## src/rtl/exposure_sequencer_if.sv

```systemverilog
// Host/CCD-side signal bundle for the exposure sequencer.
// master = host and readout side that drives the requests; slave = the sequencer.
interface exposure_sequencer_if #(
  parameter int EXP_W = 24
) ();
  logic             start;
  logic             dark;
  logic             abort;
  logic [EXP_W-1:0] exposure_ms;
  logic             ccd_busy;
  logic             shutter_open;
  logic             ccd_toggle;
  logic             busy;
  logic             done;
  logic             aborted;
  logic             error;
  logic [2:0]       state_out;

  modport master (
    output start, dark, abort, exposure_ms, ccd_busy,
    input  shutter_open, ccd_toggle, busy, done, aborted, error, state_out
  );

  modport slave (
    input  start, dark, abort, exposure_ms, ccd_busy,
    output shutter_open, ccd_toggle, busy, done, aborted, error, state_out
  );
endinterface

```

## src/rtl/exposure_sequencer.sv

```systemverilog
// Runs one CCD frame: shutter open, timed exposure, shutter close, servo settle,
// readout trigger and wait for readout completion, with abort and busy-timeout handling.
module exposure_sequencer #(
  parameter int CLKS_PER_MS  = 100000,
  parameter int EXP_W        = 24,
  parameter int SETTLE_MS    = 250,
  parameter int BUSY_TIMEOUT = 64
) (
  input  logic                 clk,
  input  logic                 rst,
  exposure_sequencer_if.slave  bus
);

  localparam int PW = (CLKS_PER_MS > 1) ? $clog2(CLKS_PER_MS) : 1;
  localparam int TW = $clog2(BUSY_TIMEOUT + 1);
  localparam logic [PW-1:0]    PRESC_LAST  = PW'(CLKS_PER_MS - 1);
  localparam logic [EXP_W-1:0] SETTLE_LAST = EXP_W'(SETTLE_MS - 1);
  localparam logic [TW-1:0]    TMO_LAST    = TW'(BUSY_TIMEOUT - 1);

  typedef enum logic [2:0] {
    S_IDLE   = 3'd0,
    S_OPEN   = 3'd1,
    S_EXPOSE = 3'd2,
    S_CLOSE  = 3'd3,
    S_TRIG   = 3'd4,
    S_READ   = 3'd5,
    S_ABORT  = 3'd6
  } state_t;

  state_t           state_q, state_d;
  logic [PW-1:0]    presc_q, presc_d;
  logic [EXP_W-1:0] ms_cnt_q, ms_cnt_d;
  logic [TW-1:0]    tmo_q, tmo_d;
  logic             seen_q, seen_d;
  logic [EXP_W-1:0] exposure_l_q, exposure_l_d;
  logic             dark_l_q, dark_l_d;
  logic             shutter_open_q, shutter_open_d;
  logic             ccd_toggle_q, ccd_toggle_d;
  logic             done_q, done_d;
  logic             aborted_q, aborted_d;
  logic             error_q, error_d;

  logic ms_tick;
  logic settle_done;
  logic exp_done;

  assign ms_tick     = (presc_q == PRESC_LAST);
  assign settle_done = ms_tick && (ms_cnt_q == SETTLE_LAST);
  assign exp_done    = ms_tick && (ms_cnt_q == exposure_l_q - EXP_W'(1));

  always_comb begin
    state_d      = state_q;
    presc_d      = ms_tick ? '0 : presc_q + PW'(1);
    ms_cnt_d     = ms_tick ? ms_cnt_q + EXP_W'(1) : ms_cnt_q;
    tmo_d        = (state_q == S_READ) ? tmo_q + TW'(1) : '0;
    seen_d       = seen_q;
    exposure_l_d = exposure_l_q;
    dark_l_d     = dark_l_q;
    error_d      = error_q;
    done_d       = 1'b0;
    aborted_d    = 1'b0;

    case (state_q)
      S_IDLE: begin
        if (bus.start) begin
          exposure_l_d = bus.exposure_ms;
          dark_l_d     = bus.dark;
          error_d      = 1'b0;
          state_d      = S_OPEN;
        end
      end
      S_OPEN: begin
        if (bus.abort)
          state_d = S_ABORT;
        else if (settle_done)
          state_d = (exposure_l_q == '0) ? S_CLOSE : S_EXPOSE;
      end
      S_EXPOSE: begin
        // abort wins over an exposure that completes on the same cycle
        if (bus.abort)
          state_d = S_ABORT;
        else if (exp_done)
          state_d = S_CLOSE;
      end
      S_CLOSE: begin
        if (settle_done)
          state_d = S_TRIG;
      end
      S_TRIG: begin
        state_d = S_READ;
      end
      S_READ: begin
        if (!seen_q) begin
          if (bus.ccd_busy) begin
            seen_d = 1'b1;
          end else if (tmo_q == TMO_LAST) begin
            error_d = 1'b1;
            state_d = S_IDLE;
          end
        end else if (!bus.ccd_busy) begin
          done_d  = 1'b1;
          state_d = S_IDLE;
        end
      end
      S_ABORT: begin
        if (settle_done) begin
          aborted_d = 1'b1;
          state_d   = S_IDLE;
        end
      end
      default: state_d = S_IDLE;
    endcase

    // timebase and readout watch restart on every state entry
    if (state_d != state_q) begin
      presc_d  = '0;
      ms_cnt_d = '0;
      tmo_d    = '0;
      seen_d   = 1'b0;
    end

    // outputs decoded from the next state so they line up with the state register
    shutter_open_d = ((state_d == S_OPEN) || (state_d == S_EXPOSE)) && !dark_l_d;
    ccd_toggle_d   = (state_d == S_TRIG) || (state_q == S_TRIG);
  end

  always_ff @(posedge clk) begin
    if (rst) begin
      state_q        <= S_IDLE;
      presc_q        <= '0;
      ms_cnt_q       <= '0;
      tmo_q          <= '0;
      seen_q         <= 1'b0;
      shutter_open_q <= 1'b0;
      ccd_toggle_q   <= 1'b0;
      done_q         <= 1'b0;
      aborted_q      <= 1'b0;
      error_q        <= 1'b0;
    end else begin
      state_q        <= state_d;
      presc_q        <= presc_d;
      ms_cnt_q       <= ms_cnt_d;
      tmo_q          <= tmo_d;
      seen_q         <= seen_d;
      shutter_open_q <= shutter_open_d;
      ccd_toggle_q   <= ccd_toggle_d;
      done_q         <= done_d;
      aborted_q      <= aborted_d;
      error_q        <= error_d;
    end
  end

  always_ff @(posedge clk) begin
    exposure_l_q <= exposure_l_d;
    dark_l_q     <= dark_l_d;
  end

  assign bus.shutter_open = shutter_open_q;
  assign bus.ccd_toggle   = ccd_toggle_q;
  assign bus.busy         = (state_q != S_IDLE);
  assign bus.done         = done_q;
  assign bus.aborted      = aborted_q;
  assign bus.error        = error_q;
  assign bus.state_out    = state_q;

endmodule

```

## src/flat_wrapper.sv

```systemverilog
// flat-port wrapper written by rule: the top's interface ports become plain ports
module exposure_sequencer_flat 
#(
  parameter int CLKS_PER_MS  = 100000,
  parameter int EXP_W        = 24,
  parameter int SETTLE_MS    = 250,
  parameter int BUSY_TIMEOUT = 64
)
  (clk, rst, bus_start, bus_dark, bus_abort, bus_exposure_ms, bus_ccd_busy, bus_shutter_open, bus_ccd_toggle, bus_busy, bus_done, bus_aborted, bus_error, bus_state_out);
  exposure_sequencer_if #(.EXP_W(EXP_W)) bus_i ();
  input  logic clk;
  input  logic rst;
  input wire logic [$bits(bus_i.start)-1:0] bus_start;
  input wire logic [$bits(bus_i.dark)-1:0] bus_dark;
  input wire logic [$bits(bus_i.abort)-1:0] bus_abort;
  input wire logic [$bits(bus_i.exposure_ms)-1:0] bus_exposure_ms;
  input wire logic [$bits(bus_i.ccd_busy)-1:0] bus_ccd_busy;
  output wire logic [$bits(bus_i.shutter_open)-1:0] bus_shutter_open;
  output wire logic [$bits(bus_i.ccd_toggle)-1:0] bus_ccd_toggle;
  output wire logic [$bits(bus_i.busy)-1:0] bus_busy;
  output wire logic [$bits(bus_i.done)-1:0] bus_done;
  output wire logic [$bits(bus_i.aborted)-1:0] bus_aborted;
  output wire logic [$bits(bus_i.error)-1:0] bus_error;
  output wire logic [$bits(bus_i.state_out)-1:0] bus_state_out;
  assign bus_i.start = bus_start;
  assign bus_i.dark = bus_dark;
  assign bus_i.abort = bus_abort;
  assign bus_i.exposure_ms = bus_exposure_ms;
  assign bus_i.ccd_busy = bus_ccd_busy;
  assign bus_shutter_open = bus_i.shutter_open;
  assign bus_ccd_toggle = bus_i.ccd_toggle;
  assign bus_busy = bus_i.busy;
  assign bus_done = bus_i.done;
  assign bus_aborted = bus_i.aborted;
  assign bus_error = bus_i.error;
  assign bus_state_out = bus_i.state_out;
  exposure_sequencer #(.CLKS_PER_MS(CLKS_PER_MS), .EXP_W(EXP_W), .SETTLE_MS(SETTLE_MS), .BUSY_TIMEOUT(BUSY_TIMEOUT)) u_core (.clk(clk), .rst(rst), .bus(bus_i));
endmodule
```

## config.mk

```make
export PLATFORM = sky130hd
export DESIGN_NAME = exposure_sequencer_flat
export DESIGN_NICKNAME = d
export VERILOG_FILES = /design/src/rtl/exposure_sequencer_if.sv /design/src/rtl/exposure_sequencer.sv /design/src/flat_wrapper.sv
export SDC_FILE = /design/constraint.sdc
export NUM_CORES = 1
export LEC_CHECK = 0
export CORE_UTILIZATION = 38
export DETAILED_ROUTE_END_ITERATION = 8
export GPL_TIMING_DRIVEN = 0
export PLACE_DENSITY_LB_ADDON = 0.3
export SLEW_MARGIN = 20
export SYNTH_ARGS = -nofsm -noshare
export SYNTH_HDL_FRONTEND = slang
export SYNTH_SLANG_ARGS = --single-unit
```

## constraint.sdc

```tcl
create_clock -name clk -period 4.07 [get_ports clk]
set_input_delay 1.0175 -clock clk [delete_from_list [all_inputs] [get_ports clk]]
set_output_delay 1.0175 -clock clk [all_outputs]
set_load 0.01 [all_outputs]
```

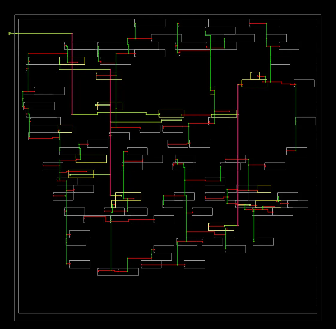
(images/clocks.png)
Clock Skew: 0.00806 ns
clk latency late pin: 0.34 ns
Clk power: 0.869 mW

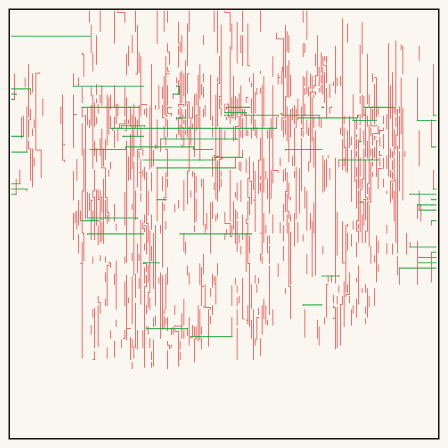
(images/wires.png)
Only two layers are drawn.
Key: red = metal 2 [wire length 4,530 um]; green = metal 3 [wire length 455 um]

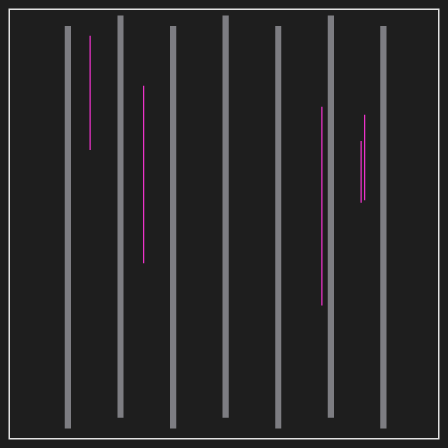
(images/layer_met4.png)
Supply wires on this layer in grey.
The layer carries 163 um of wire. The wires run mostly vertical. The layer holds 1.7% of the routed length. 4 nets have wire on it. The longest straight run is 51.0 um.

cells in the final DEF (no fill, tap or decap), drive strengths merged, types with 3 or more instances in the layout:
| cell | count |
|---|---|
| nand2b | 4 |
| a22oi | 3 |
| o221ai | 3 |
| clkbuf | 23 |
| nand3 | 21 |
| and2 | 5 |
| o41ai | 3 |
| edfxtp | 24 |
| or4 | 11 |
| nand3b | 3 |
| nor4b | 6 |
| and3 | 8 |
| o21ai | 11 |
| or3 | 9 |
| dfxtp | 58 |
| xnor2 | 35 |
| o31ai | 3 |
| xor2 | 34 |
| a21oi | 10 |
| buf | 11 |
| clkdlybuf4s50 | 38 |
| nor4 | 22 |
| and4 | 4 |
| ha | 5 |
| nor3 | 45 |
| nand2 | 27 |
| inv | 16 |
| nor2 | 42 |
| a21o | 3 |
| nor2b | 3 |
| nand4 | 14 |
state kept, by name, summed over array words and instances (netlist names), 3 cells and up:
name                  cells
u_core.ms_cnt_q          24
u_core.presc_q           17
u_core.exposure_l_q      24
u_core.bus.state_out      3
u_core.tmo_q              7
metrics by stage:
stage / area (sq um) / power (mW) / hold slack, ns / std cells
6_report: 5360 / 2.16 / 0.480 / 681
5_1_grt: 5360 / 2.26 / 0.500 / 681
4_1_cts: 5360 / 2.18 / 0.483 / 681
3_5_place_dp: 5030 / 1.31 / 0.468 / 665
3_3_place_gp: 5030 / 1.30 / 0.446 / 665
2_1_floorplan: 4470 / 1.19 / 0.430 / 484
per-layer routing:
metal / routed length, um / share of wire / vias to the layer above
li1: - / - / 1880
met1: 4770 / 0.48 / 1735
met2: 4530 / 0.46 / 87
met3: 455 / 0.046 / 15
met4: 163 / 0.016 / 0
met5: 0 / 0 / -
cells by family after synthesis:
group / Yosys count
fa+ha+maj: 5
simple gates: 235
xor+xnor: 69
flops: 82
mux: 2
buf+inv: 37
compound gates: 54
==> qor.csv <==
metric;value;unit
top power group;registers;
stages on the worst setup path;10;
drt pass-1 iters;4;
largest net degree at the start of global routing;27;
Maximum Capacitance Violations;0;
Reg2Reg Depth;10;
GR Layer Usage met2;0.271;
clkbuf count;13;
crit-path cells;inv_1 > ha_1 > or4b_4 > nor4b_1 > and3_1 > a311o_1 > o21ai_1 > nor4b_4 > buf_6 > nor4_1;
XOR/XNOR Area Share;0.135;
reg-to-reg endpoint;u_core.presc_q[7];
Final Util;0.469;
DIE HEIGHT;110;um
Psw;0.564;mW
Vias/cell;5.46;
gr busiest metal;met2;
Hold EP;u_core.tmo_q[0];
Post-Synthesis Cells;484;
antenna violations before repair;0;
Gate power share;0.158;
CP max-delay cell;nor4b_1;
Max transition margin;0.360;
Worst setup endpoint;u_core.presc_q[7];
Top non-seq family;simple AND/OR/NAND/NOR gates;
Adder Share, Synth;0.0140;
hold path start;u_core.tmo_q[0];
FF+latch area;0.00188;sq mm
cell area after synthesis;0.00447;sq mm
first-pass GRT wire length;17200;um
synth warn;0;
Worst-path clk slew;0.06;ns
CP top delay family;simple AND/OR/NAND/NOR gates;
status;complete, no violations;
pre-CTS setup slack;0.359;ns
flop share of the area;0.351;
Log Warnings;27;
routed wire length per instance;14.6;um
share of layout cells above drive strength 1;0.0651;
Setup CP Type;reg2reg;
vias in the first global route;3545;
Post-synth seq share;0.421;
Worst setup SP type;register;
buffering overhead;0.0928;
DRC Markers;0;
Comb/total area;0.450;
No activity file was given, so power comes from the tool's default toggle rates.
